## src/rtl/alu_pkg.sv

```systemverilog
// Shared definitions for the sequential ALU: opcodes, FSM states, default width.
// Latency: n/a (package only).
// Backpressure: n/a.
// Optional feature macro used by the design files: SEQ_ALU_DIV_EN (enables DIV/DIVU).
package alu_pkg;

   localparam int ALU_WIDTH_DEF = 32;

   localparam logic [3:0] ALU_AND   = 4'b0000;
   localparam logic [3:0] ALU_OR    = 4'b0001;
   localparam logic [3:0] ALU_ADD   = 4'b0010;
   localparam logic [3:0] ALU_SUB   = 4'b0110;
   localparam logic [3:0] ALU_SLT   = 4'b0111;
   localparam logic [3:0] ALU_MULT  = 4'b1000;
   localparam logic [3:0] ALU_MULTU = 4'b1001;
   localparam logic [3:0] ALU_DIV   = 4'b1010;
   localparam logic [3:0] ALU_DIVU  = 4'b1011;

   typedef enum logic [1:0] {
      ST_IDLE   = 2'd0,
      ST_CALC   = 2'd1,
      ST_FINISH = 2'd2
   } alu_state_e;

endpackage

```

## src/rtl/seq_alu_muldiv.sv

```systemverilog
// Iterative multiply / divide engine: one shift-add or restoring shift-subtract step per cycle.
// Latency: WIDTH steps after load_i; results valid combinationally from the final registers.
// Backpressure: none; the parent FSM alone decides when to load and when to step.
// Ports: clk/rst, load_i (capture operands), calc_i (perform one step), is_div_i/signed_i (op class),
//        src1_i/src2_i (operands), last_o (final step in progress), hi_o/lo_o (sign-corrected result),
//        is_div_o/div_zero_o (class and divide-by-zero of the loaded op).
// Macro: SEQ_ALU_DIV_EN includes the restoring divider; without it only multiply is built.
module seq_alu_muldiv
   import alu_pkg::*;
#(
   parameter int WIDTH = ALU_WIDTH_DEF
) (
   input  logic             clk,
   input  logic             rst,
   input  logic             load_i,
   input  logic             calc_i,
   input  logic             is_div_i,
   input  logic             signed_i,
   input  logic [WIDTH-1:0] src1_i,
   input  logic [WIDTH-1:0] src2_i,
   output logic             last_o,
   output logic [WIDTH-1:0] hi_o,
   output logic [WIDTH-1:0] lo_o,
   output logic             is_div_o,
   output logic             div_zero_o
);

   localparam int CW = $clog2(WIDTH + 1);

   // acc holds {upper, lower}: product for multiply, {remainder, quotient} for divide.
   logic [2*WIDTH-1:0] acc_q, acc_d;
   logic [WIDTH-1:0]   opnd_q, opnd_d;     // multiplicand or divisor magnitude
   logic [CW-1:0]      cnt_q, cnt_d;
   logic               is_div_q, is_div_d;
   logic               dz_q, dz_d;
   logic               neg_q_q, neg_q_d;   // negate product / quotient

   logic               a_neg, b_neg;
   logic [WIDTH-1:0]   a_mag, b_mag;
   logic [WIDTH:0]     mul_sum;
   logic [2*WIDTH-1:0] mul_next;
   logic [2*WIDTH-1:0] prod_fix;

   assign a_neg = signed_i & src1_i[WIDTH-1];
   assign b_neg = signed_i & src2_i[WIDTH-1];
   assign a_mag = a_neg ? -src1_i : src1_i;
   assign b_mag = b_neg ? -src2_i : src2_i;

   // Shift-add: conditionally add the multiplicand into the upper half, then shift right with carry.
   assign mul_sum  = {1'b0, acc_q[2*WIDTH-1:WIDTH]} + (acc_q[0] ? {1'b0, opnd_q} : '0);
   assign mul_next = {mul_sum, acc_q[WIDTH-1:1]};
   assign prod_fix = neg_q_q ? -acc_q : acc_q;

`ifdef SEQ_ALU_DIV_EN
   logic               neg_r_q, neg_r_d;   // remainder follows the dividend sign
   logic [WIDTH-1:0]   dividend_q, dividend_d;
   logic [WIDTH:0]     div_shift;
   logic [WIDTH+1:0]   div_trial;
   logic               div_ge;
   logic [2*WIDTH-1:0] div_next;
   logic [WIDTH-1:0]   quo, rem;

   // Restoring step: shift next dividend bit into the remainder, keep the subtraction if it did not borrow.
   assign div_shift = {acc_q[2*WIDTH-1:WIDTH], acc_q[WIDTH-1]};
   assign div_trial = {1'b0, div_shift} - {2'b00, opnd_q};
   assign div_ge    = ~div_trial[WIDTH+1];
   assign div_next  = {(div_ge ? div_trial[WIDTH-1:0] : div_shift[WIDTH-1:0]),
                       acc_q[WIDTH-2:0], div_ge};
   assign quo = acc_q[WIDTH-1:0];
   assign rem = acc_q[2*WIDTH-1:WIDTH];
`endif

   always_comb begin
      acc_d    = acc_q;
      opnd_d   = opnd_q;
      cnt_d    = cnt_q;
      is_div_d = is_div_q;
      dz_d     = dz_q;
      neg_q_d  = neg_q_q;
`ifdef SEQ_ALU_DIV_EN
      neg_r_d    = neg_r_q;
      dividend_d = dividend_q;
`endif
      if (load_i) begin
         cnt_d    = '0;
         is_div_d = is_div_i;
         dz_d     = is_div_i && (src2_i == '0);
         neg_q_d  = a_neg ^ b_neg;
         acc_d    = {{WIDTH{1'b0}}, b_mag};
         opnd_d   = a_mag;
`ifdef SEQ_ALU_DIV_EN
         neg_r_d    = a_neg;
         dividend_d = src1_i;
         if (is_div_i) begin
            acc_d  = {{WIDTH{1'b0}}, a_mag};
            opnd_d = b_mag;
         end
`endif
      end else if (calc_i) begin
         cnt_d = cnt_q + CW'(1);
         acc_d = mul_next;
`ifdef SEQ_ALU_DIV_EN
         if (is_div_q) acc_d = div_next;
`endif
      end
   end

   always_ff @(posedge clk or posedge rst) begin
      if (rst) begin
         acc_q    <= '0;
         opnd_q   <= '0;
         cnt_q    <= '0;
         is_div_q <= 1'b0;
         dz_q     <= 1'b0;
         neg_q_q  <= 1'b0;
`ifdef SEQ_ALU_DIV_EN
         neg_r_q    <= 1'b0;
         dividend_q <= '0;
`endif
      end else begin
         acc_q    <= acc_d;
         opnd_q   <= opnd_d;
         cnt_q    <= cnt_d;
         is_div_q <= is_div_d;
         dz_q     <= dz_d;
         neg_q_q  <= neg_q_d;
`ifdef SEQ_ALU_DIV_EN
         neg_r_q    <= neg_r_d;
         dividend_q <= dividend_d;
`endif
      end
   end

   always_comb begin
      hi_o = prod_fix[2*WIDTH-1:WIDTH];
      lo_o = prod_fix[WIDTH-1:0];
`ifdef SEQ_ALU_DIV_EN
      // Divide by zero reports the raw dividend and an all-ones quotient, regardless of sign.
      if (is_div_q) begin
         lo_o = dz_q ? '1 : (neg_q_q ? -quo : quo);
         hi_o = dz_q ? dividend_q : (neg_r_q ? -rem : rem);
      end
`endif
   end

   assign last_o     = (cnt_q == CW'(WIDTH - 1));
   assign is_div_o   = is_div_q;
   assign div_zero_o = dz_q;

endmodule

```

## src/rtl/seq_alu.sv

```systemverilog
// Multi-cycle EX-stage ALU: registered single-cycle ops plus iterative mul/div into HI/LO.
// Latency: single-cycle ops 1 edge; MULT/MULTU/DIV/DIVU WIDTH+1 edges.
// Backpressure: busy high while an iterative op runs; start is ignored (not queued) while busy.
// Ports: clk, rst (async, active high), start/alu_control/src1/src2 (request), busy, done (1-cycle pulse),
//        result/zero/overflow (single-cycle op outputs), hi/lo/div_zero (iterative op outputs).
// Macro: SEQ_ALU_DIV_EN enables DIV/DIVU; otherwise they act as unknown opcodes.
module seq_alu
   import alu_pkg::*;
#(
   parameter int WIDTH      = ALU_WIDTH_DEF,
   parameter int CTRL_WIDTH = 4
) (
   input  logic                  clk,
   input  logic                  rst,
   input  logic                  start,
   input  logic [CTRL_WIDTH-1:0] alu_control,
   input  logic [WIDTH-1:0]      src1,
   input  logic [WIDTH-1:0]      src2,
   output logic                  busy,
   output logic                  done,
   output logic [WIDTH-1:0]      result,
   output logic                  zero,
   output logic                  overflow,
   output logic [WIDTH-1:0]      hi,
   output logic [WIDTH-1:0]      lo,
   output logic                  div_zero
);

   alu_state_e       state_q, state_d;
   logic [WIDTH-1:0] result_q, result_d;
   logic [WIDTH-1:0] hi_q, hi_d;
   logic [WIDTH-1:0] lo_q, lo_d;
   logic             zero_q, zero_d;
   logic             overflow_q, overflow_d;
   logic             div_zero_q, div_zero_d;
   logic             done_q, done_d;

   logic             accept;
   logic             is_mul, is_div_op, is_multi, is_signed;
   logic             load;
   logic [WIDTH-1:0] sum, diff;
   logic             eng_last, eng_is_div, eng_dz;
   logic [WIDTH-1:0] eng_hi, eng_lo;

   assign busy   = (state_q != ST_IDLE);
   assign accept = start && !busy;

   assign is_mul = (alu_control == CTRL_WIDTH'(ALU_MULT)) || (alu_control == CTRL_WIDTH'(ALU_MULTU));
`ifdef SEQ_ALU_DIV_EN
   assign is_div_op = (alu_control == CTRL_WIDTH'(ALU_DIV)) || (alu_control == CTRL_WIDTH'(ALU_DIVU));
   assign is_signed = (alu_control == CTRL_WIDTH'(ALU_MULT)) || (alu_control == CTRL_WIDTH'(ALU_DIV));
`else
   assign is_div_op = 1'b0;
   assign is_signed = (alu_control == CTRL_WIDTH'(ALU_MULT));
`endif
   assign is_multi = is_mul || is_div_op;

   assign sum  = src1 + src2;
   assign diff = src1 - src2;

   seq_alu_muldiv #(.WIDTH(WIDTH)) u_muldiv (
      .clk        (clk),
      .rst        (rst),
      .load_i     (load),
      .calc_i     (state_q == ST_CALC),
      .is_div_i   (is_div_op),
      .signed_i   (is_signed),
      .src1_i     (src1),
      .src2_i     (src2),
      .last_o     (eng_last),
      .hi_o       (eng_hi),
      .lo_o       (eng_lo),
      .is_div_o   (eng_is_div),
      .div_zero_o (eng_dz)
   );

   always_comb begin
      state_d    = state_q;
      result_d   = result_q;
      hi_d       = hi_q;
      lo_d       = lo_q;
      zero_d     = zero_q;
      overflow_d = overflow_q;
      div_zero_d = div_zero_q;
      done_d     = 1'b0;
      load       = 1'b0;
      case (state_q)
         ST_IDLE: begin
            if (accept) begin
               if (is_multi) begin
                  load    = 1'b1;
                  state_d = ST_CALC;
               end else begin
                  done_d     = 1'b1;
                  zero_d     = (src1 == src2);
                  overflow_d = 1'b0;
                  result_d   = '0;
                  case (alu_control)
                     CTRL_WIDTH'(ALU_AND): result_d = src1 & src2;
                     CTRL_WIDTH'(ALU_OR):  result_d = src1 | src2;
                     CTRL_WIDTH'(ALU_ADD): begin
                        result_d   = sum;
                        // Like-signed operands producing an opposite-signed sum.
                        overflow_d = (src1[WIDTH-1] == src2[WIDTH-1]) && (sum[WIDTH-1] != src1[WIDTH-1]);
                     end
                     CTRL_WIDTH'(ALU_SUB): begin
                        result_d   = diff;
                        overflow_d = (src1[WIDTH-1] != src2[WIDTH-1]) && (diff[WIDTH-1] != src1[WIDTH-1]);
                     end
                     CTRL_WIDTH'(ALU_SLT): result_d = WIDTH'($signed(src1) < $signed(src2));
                     default: result_d = '0;
                  endcase
               end
            end
         end
         ST_CALC: begin
            if (eng_last) state_d = ST_FINISH;
         end
         ST_FINISH: begin
            hi_d    = eng_hi;
            lo_d    = eng_lo;
            if (eng_is_div) div_zero_d = eng_dz;
            done_d  = 1'b1;
            state_d = ST_IDLE;
         end
         default: state_d = ST_IDLE;
      endcase
   end

   always_ff @(posedge clk or posedge rst) begin
      if (rst) begin
         state_q    <= ST_IDLE;
         result_q   <= '0;
         hi_q       <= '0;
         lo_q       <= '0;
         zero_q     <= 1'b0;
         overflow_q <= 1'b0;
         div_zero_q <= 1'b0;
         done_q     <= 1'b0;
      end else begin
         state_q    <= state_d;
         result_q   <= result_d;
         hi_q       <= hi_d;
         lo_q       <= lo_d;
         zero_q     <= zero_d;
         overflow_q <= overflow_d;
         div_zero_q <= div_zero_d;
         done_q     <= done_d;
      end
   end

   assign done     = done_q;
   assign result   = result_q;
   assign zero     = zero_q;
   assign overflow = overflow_q;
   assign hi       = hi_q;
   assign lo       = lo_q;
   assign div_zero = div_zero_q;

endmodule

```

## config.mk

```make
export PLATFORM = sky130hd
export DESIGN_NAME = seq_alu
export DESIGN_NICKNAME = d
export VERILOG_FILES = /design/src/rtl/alu_pkg.sv /design/src/rtl/seq_alu_muldiv.sv /design/src/rtl/seq_alu.sv
export SDC_FILE = /design/constraint.sdc
export NUM_CORES = 1
export LEC_CHECK = 0
export ABC_AREA = 0
export CAP_MARGIN = 10
export CORE_MARGIN = 2
export CORE_UTILIZATION = 40
export DETAILED_ROUTE_END_ITERATION = 6
export HOLD_SLACK_MARGIN = 0.12
export PLACE_DENSITY = 0.61
export SKIP_LAST_GASP = 1
export SLEW_MARGIN = 30
export SYNTH_ARGS = -nofsm -noshare
export SYNTH_HDL_FRONTEND = slang
export SYNTH_SLANG_ARGS = --single-unit
```

## constraint.sdc

```tcl
create_clock -name clk -period 9.3 [get_ports clk]
set_clock_uncertainty 0.15 [all_clocks]
set_input_delay 1.395 -clock clk [delete_from_list [all_inputs] [get_ports clk]]
set_output_delay 1.395 -clock clk [all_outputs]
set_load 0.01 [all_outputs]
```

### Wiring by layer

The bar under the picture is 50 um long. Only two layers are drawn.
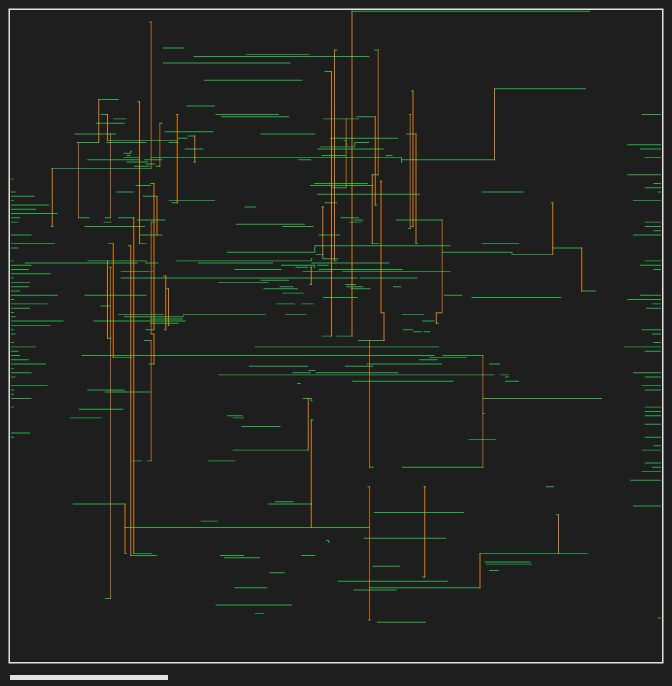
metal 4 -> orange  # wire length 1,640 um
metal 3 -> green  # wire length 3,240 um
drt total wl: 57.2 mm
WL/cell: 21.1 um
DR vias: 15,398

### Close-up of the layout

The bar under the picture is 5 um long. Window x 145 to 165, y 145 to 165 um. Cells in gray, sequential cells in the stronger gray; small squares are vias.
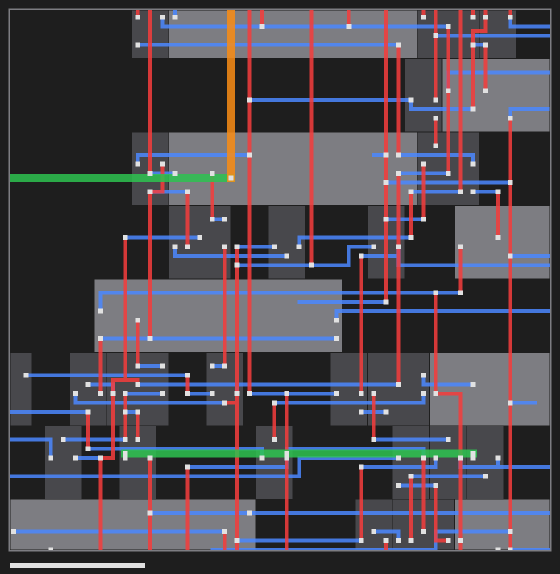
metal 2 -> red
metal 3 -> green
metal 4 -> orange
metal 1 -> blue
netlist names of flops here include = `u_muldiv.acc_q` (4)
cells with their middle in the window = 26
most frequent = nand2_1 (11), a31oi_1 (6), nor2_1 (5)
sequential cells in the window = 4

### Signal wires on met1

The bar under the picture is 50 um long. Cells faint in the background.
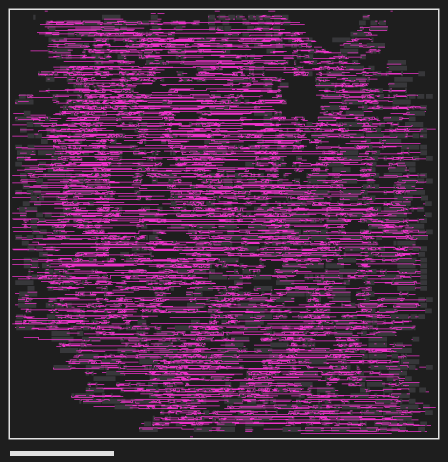
longest straight run = 73.6 um
wire length on this layer = 27.0 mm
GRT met1 Usage: 38.9%

==> Slide: Implementation Results <==
Flow Results at a Glance

Floorplan
  • Die Ht: 206 um
  • TAP cells: 532
  • Chip area: 42,500 um2

Place
  • Placed Cells: 2,670

Setup path
  • Worst reg2reg path endpoint: u_muldiv.acc_q[57]$_DFFE_PP0P_
  • Total stage count of the critical path: 13

Finish
  • Fraction of area in multi-input gates: 54.1%
  • Number of fill cells in the layout: 4,028
  • MI comb cells: 1,642
  • Ant diodes: 0

Synthesis
  • Post-synth EDFFs: 0
  • Simple share: 19.7%
  • Synth top cells by count: 302 x nand2_1, 232 x o21ai_0, 204 x dfrtp_1, 159 x nor2_1, 138 x ha_1
  • Syn Inst Count: 2,060
  • Area leader, netlist: dfrtp_1

GRT
  • Total grt overflow: 0
  • Largest net degree at the start of global routing: 130
  • Global-route wire length before repair: 87.9 mm

Final timing
  • Setup TNS Final: 0 ps
  • Final count of negative-setup-slack endpoints: 0
  • Least-Margin Pin Slew: 1040 ps
  • Hold slack: 322 ps

Drt
  • DRC: 0

Status
  • Outcome: finished, final reports clean
### Routing congestion

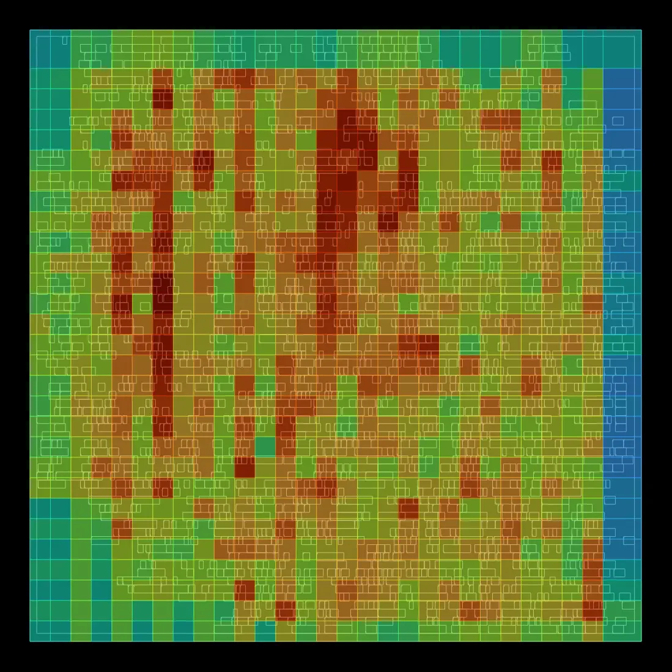
Util after Layout: 47.7%
GRT met2 Usage: 41.8%
Total Routing Usage GR: 26.8%
GRT busiest layer: met2
met3 Track Usage GR: 3.14%

### Wire density map

21 x 21 tiles, from white (low) to dark blue (high), scaled to the fullest tile. Values are wire area over tile area, all layers added.
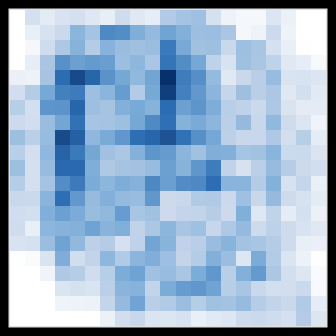
fullest tile = 0.64
nearly empty tiles = 5.9%
tiles over half the peak = 18%

